Figure 1. Signal metal coverage by tile.
The die is cut into 22 by 22 equal tiles; dark purple is low, yellow is high, scaled to the fullest tile. Values are wire area over tile area, all layers added.
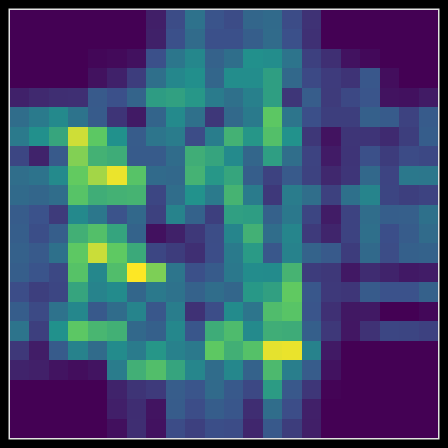
Figure 2. Local utilization.
Scale bar: 20 microns. The die is cut into 11 by 11 equal tiles; dark purple is low, yellow is high, 0 to 100% covered.
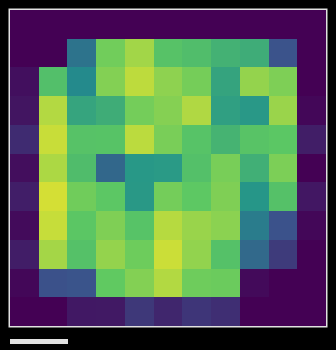
## src/rtl/mem_arbiter.sv

```systemverilog
// mem_arbiter: two-port (CPU / PS-2 keyboard) arbiter for one shared synchronous RAM.
// Ports:
//   CLOCK_50, RESET_N                 - system clock, async active-low reset
//   CPU_REQ/WE/ADDR/WDATA -> RDATA/ACK - core access port (level request, 1-cycle ACK)
//   KB_REQ/WE/ADDR/WDATA  -> RDATA/ACK - keyboard access port, same handshake
//   RAM_ADDR/RAM_D/RAM_WE, RAM_Q      - shared RAM, Q valid one cycle after address
//   BUSY, GRANT_KB                    - FSM not idle / current owner is keyboard
module mem_arbiter #(
  parameter int STARVE_LIMIT = 4
) (
  input  logic        CLOCK_50,
  input  logic        RESET_N,
  input  logic        CPU_REQ,
  input  logic        CPU_WE,
  input  logic [15:0] CPU_ADDR,
  input  logic [15:0] CPU_WDATA,
  output logic [15:0] CPU_RDATA,
  output logic        CPU_ACK,
  input  logic        KB_REQ,
  input  logic        KB_WE,
  input  logic [15:0] KB_ADDR,
  input  logic [15:0] KB_WDATA,
  output logic [15:0] KB_RDATA,
  output logic        KB_ACK,
  output logic [15:0] RAM_ADDR,
  output logic [15:0] RAM_D,
  output logic        RAM_WE,
  input  logic [15:0] RAM_Q,
  output logic        BUSY,
  output logic        GRANT_KB
);
  localparam logic [1:0] S_IDLE    = 2'd0;
  localparam logic [1:0] S_ACCESS  = 2'd1;
  localparam logic [1:0] S_CAPTURE = 2'd2;
  localparam logic [1:0] S_DONE    = 2'd3;
  localparam logic [3:0] LIMIT     = 4'(STARVE_LIMIT);
  logic [1:0]  r_state;
  logic        r_kb;
  logic        r_we;
  logic [15:0] r_addr;
  logic [15:0] r_d;
  logic [15:0] r_cpu_rdata;
  logic [15:0] r_kb_rdata;
  logic [3:0]  r_starve;
  logic        w_grant;
  logic        w_grant_kb;
  // KB wins only when it is the sole requester or the CPU has starved it long enough.
  always_comb begin
    w_grant    = CPU_REQ | KB_REQ;
    w_grant_kb = KB_REQ & (~CPU_REQ | (r_starve >= LIMIT));
  end
  always_ff @(posedge CLOCK_50 or negedge RESET_N) begin
    if (!RESET_N) begin
      r_state     <= S_IDLE;
      r_kb        <= 1'b0;
      r_we        <= 1'b0;
      r_addr      <= '0;
      r_d         <= '0;
      r_cpu_rdata <= '0;
      r_kb_rdata  <= '0;
      r_starve    <= '0;
    end else begin
      case (r_state)
        S_IDLE: begin
          // Counter only moves in IDLE; an idle KB port or a KB grant clears it.
          r_starve <= (!KB_REQ || w_grant_kb) ? 4'd0 :
                      (r_starve >= LIMIT) ? r_starve : r_starve + 4'd1;
          if (w_grant) begin
            r_state <= S_ACCESS;
            r_kb    <= w_grant_kb;
            r_we    <= w_grant_kb ? KB_WE : CPU_WE;
            r_addr  <= w_grant_kb ? KB_ADDR : CPU_ADDR;
            r_d     <= w_grant_kb ? KB_WDATA : CPU_WDATA;
          end
        end
        S_ACCESS: r_state <= S_CAPTURE;
        S_CAPTURE: begin
          r_state <= S_DONE;
          if (!r_we && r_kb) r_kb_rdata <= RAM_Q;
          if (!r_we && !r_kb) r_cpu_rdata <= RAM_Q;
        end
        default: begin
          // Leaving DONE: drop the bus so RAM_ADDR/RAM_D read 0 in IDLE.
          r_state <= S_IDLE;
          r_kb    <= 1'b0;
          r_we    <= 1'b0;
          r_addr  <= '0;
          r_d     <= '0;
        end
      endcase
    end
  end
  assign RAM_ADDR  = r_addr;
  assign RAM_D     = r_d;
  assign RAM_WE    = (r_state == S_ACCESS) & r_we;
  assign CPU_ACK   = (r_state == S_DONE) & ~r_kb;
  assign KB_ACK    = (r_state == S_DONE) & r_kb;
  assign CPU_RDATA = r_cpu_rdata;
  assign KB_RDATA  = r_kb_rdata;
  assign BUSY      = r_state != S_IDLE;
  assign GRANT_KB  = r_kb;
endmodule
```

## config.mk

```make
export PLATFORM = sky130hd
export DESIGN_NAME = mem_arbiter
export DESIGN_NICKNAME = d
export VERILOG_FILES = /design/src/rtl/mem_arbiter.sv
export SDC_FILE = /design/constraint.sdc
export NUM_CORES = 1
export LEC_CHECK = 0
export ABC_CLOCK_PERIOD_IN_PS = 2029
export CAP_MARGIN = 20
export CORE_MARGIN = 8
export CORE_UTILIZATION = 43
export DETAILED_ROUTE_END_ITERATION = 6
export PLACE_DENSITY = 0.93
export SLEW_MARGIN = 20
export SYNTH_ARGS = -nofsm -noshare
export SYNTH_HDL_FRONTEND = slang
export SYNTH_SLANG_ARGS = --single-unit
```

## constraint.sdc

```tcl
create_clock -name CLOCK_50 -period 2.03 [get_ports CLOCK_50]
set_input_delay 0.203 -clock CLOCK_50 [delete_from_list [all_inputs] [get_ports CLOCK_50]]
set_output_delay 0.203 -clock CLOCK_50 [all_outputs]
set_load 0.005 [all_outputs]
```

==> changes_impl.md <==
### Physical design

- Fin Hold WS: -0.01109 ns
- Cells after Synth: 340
- Final min period: 1.951 ns
- Simple-gate portion of the synthesized area: 0.1754
- Max-cap violation count: 0
- Die Y: 108.1 microns
- Pin slew with the least headroom to its limit: 0.9242 ns
- Hold Fails Final Rpt: 13
- Static Leakage: 2.334 nW
- First-pass GRT wire length: 18460 microns
- Routed vias/inst: 5.726
- Late-Pin Clk Latency: 0.34 ns
- Adder Area Share: 0.01716
- VDD IR max: 0.0006315 V
- Max Slew Vio Count: 0
- Gr usage total: 0.1990
- I/O pin cnt: 155
- Status: finished with violations
- WP data required: 1.83 ns
- Top area cell types: dfrtp_1 (49%), mux2_2 (9.9%), a2111oi_0 (6.5%), a211o_1 (6.5%), nor4b_1 (6.5%)
- YS chip area: 3646 sq um
- CTS max path bufs: 2
- Cells after DPL: 577
- Netlist cell types: 27
- CP endpoint kind: primary output
- CTS Root Cell: clkbuf_8
- Failing checks: hold timing
- Tool warning count: 29
- Grt ovf: 0
- Pin count of the biggest net entering global routing: 73
## Picture notes: Figure 1
densest ninth of the die: middle left
tiles over half the peak: 15%
nearly empty tiles: 18%
fullest tile: 0.59

## Picture notes: Figure 2
tiles over 75% full: 31%
densest ninth of the die: centre
mean over tiles: 46%
nearly empty tiles: 22%
Floorplan Utilization: 0.4437
post-layout util: 0.6741
Core Area: 8217 sq um

## cells in the final DEF, fill, tap and decap left out, types with 6 or more instances in the layout
master and n:
clkdlybuf4s50_1 152, dfrtp_1 72, nand2_1 55, mux2_2 32, a2111oi_0 27, nor4b_1 27
a211o_1 27, buf_4 15, o21ai_0 12, nand4_1 9, clkbuf_8 9, nand3_1 7
o211ai_1 6
## per-stage QoR
step | TNS, ns | instance area [sq um] | setup WS (ns) | power [mW] | util
after floorplan | 0 | 3646 | 0.1922 | 4.583 | -
after global placement | 0 | 5325 | 0.1271 | 6.812 | 0.6481
after detailed placement | -0.002051 | 5325 | -0.002051 | 7.000 | 0.6481
after CTS | 0 | 5524 | 0.01416 | 8.165 | 0.6723
after global routing | 0 | 5539 | 0.009797 | 8.657 | 0.6741
final | 0 | 5539 | 0.07941 | 8.131 | 0.6741
## sequential cells by signal, indices dropped and copies added (netlist names)
signal     cells
r_state        2
RAM_D         16
RAM_ADDR      16
r_starve       4
CPU_RDATA     16
GRANT_KB       1
r_we           1
KB_RDATA      16
## critical path, stage by stage (launching register included)
cell and delay [ns]:
dfrtp_1 0.41, inv_2 0.09, ha_4 0.19, buf_6 0.15, inv_1 0.05, clkdlybuf4s50_1 0.52
## cell families (layout without fill, tap and decap cells)
family                   Yosys count  after routing
AND-OR/OR-AND                     73             73
adder cells (fa/ha/maj)            5              5
buffers and inverters             45            194
flip-flops                        72             72
multiplexers                      32             32
AND/OR/NAND/NOR                  113            113
## power by group
part	total [mW]	internal (mW)	switching, mW
logic	4.44	2.51	1.93
clock network	1.09	0.556	0.538
registers	2.59	2.16	0.432
total	8.13	5.23	2.90
## timing repair
item | CTS | global route
setup buffers | 0 | 2
cloned | 0 | 0
gates resized | 2 | 2
endpoints found under the setup margin | 1 | 2
## layer usage
metal,up-vias,share of wire,GRT usage
met5,-,0.00086,0
met4,2,0.023,0.09019
met3,20,0.080,0.06187
met2,144,0.51,0.3461
met1,1673,0.38,0.2175
li1,1562,-,-
## final cells by class
type,instances,area [sq um],area share
Multi-Input combinational cell,223,1668,0.3011
Tap cell,105,131.4,0.02372
Clock inverter,6,61.31,0.01107
Timing Repair Buffer,173,1730,0.3124
Inverter,6,22.52,0.004066
Clock buffer,9,123.9,0.02236
Sequential cell,72,1802,0.3253
## worst paths after layout
path	startpoint	to	slack (ns)	cells after the start
setup / recovery	r_state[0]	BUSY	0.08	5
setup reg to reg	r_state[0]	RAM_ADDR[1]	0.24	6
max in group asynchronous	RESET_N	RAM_ADDR[7]	1.43	1
min in group CLOCK_50	KB_REQ	GRANT_KB	0.31	3
hold / removal	RESET_N	RAM_ADDR[9]	-0.01	1
hold reg to reg	RAM_ADDR[3]	RAM_ADDR[3]	0.50	1
Power is estimated from default activity; no workload was simulated.
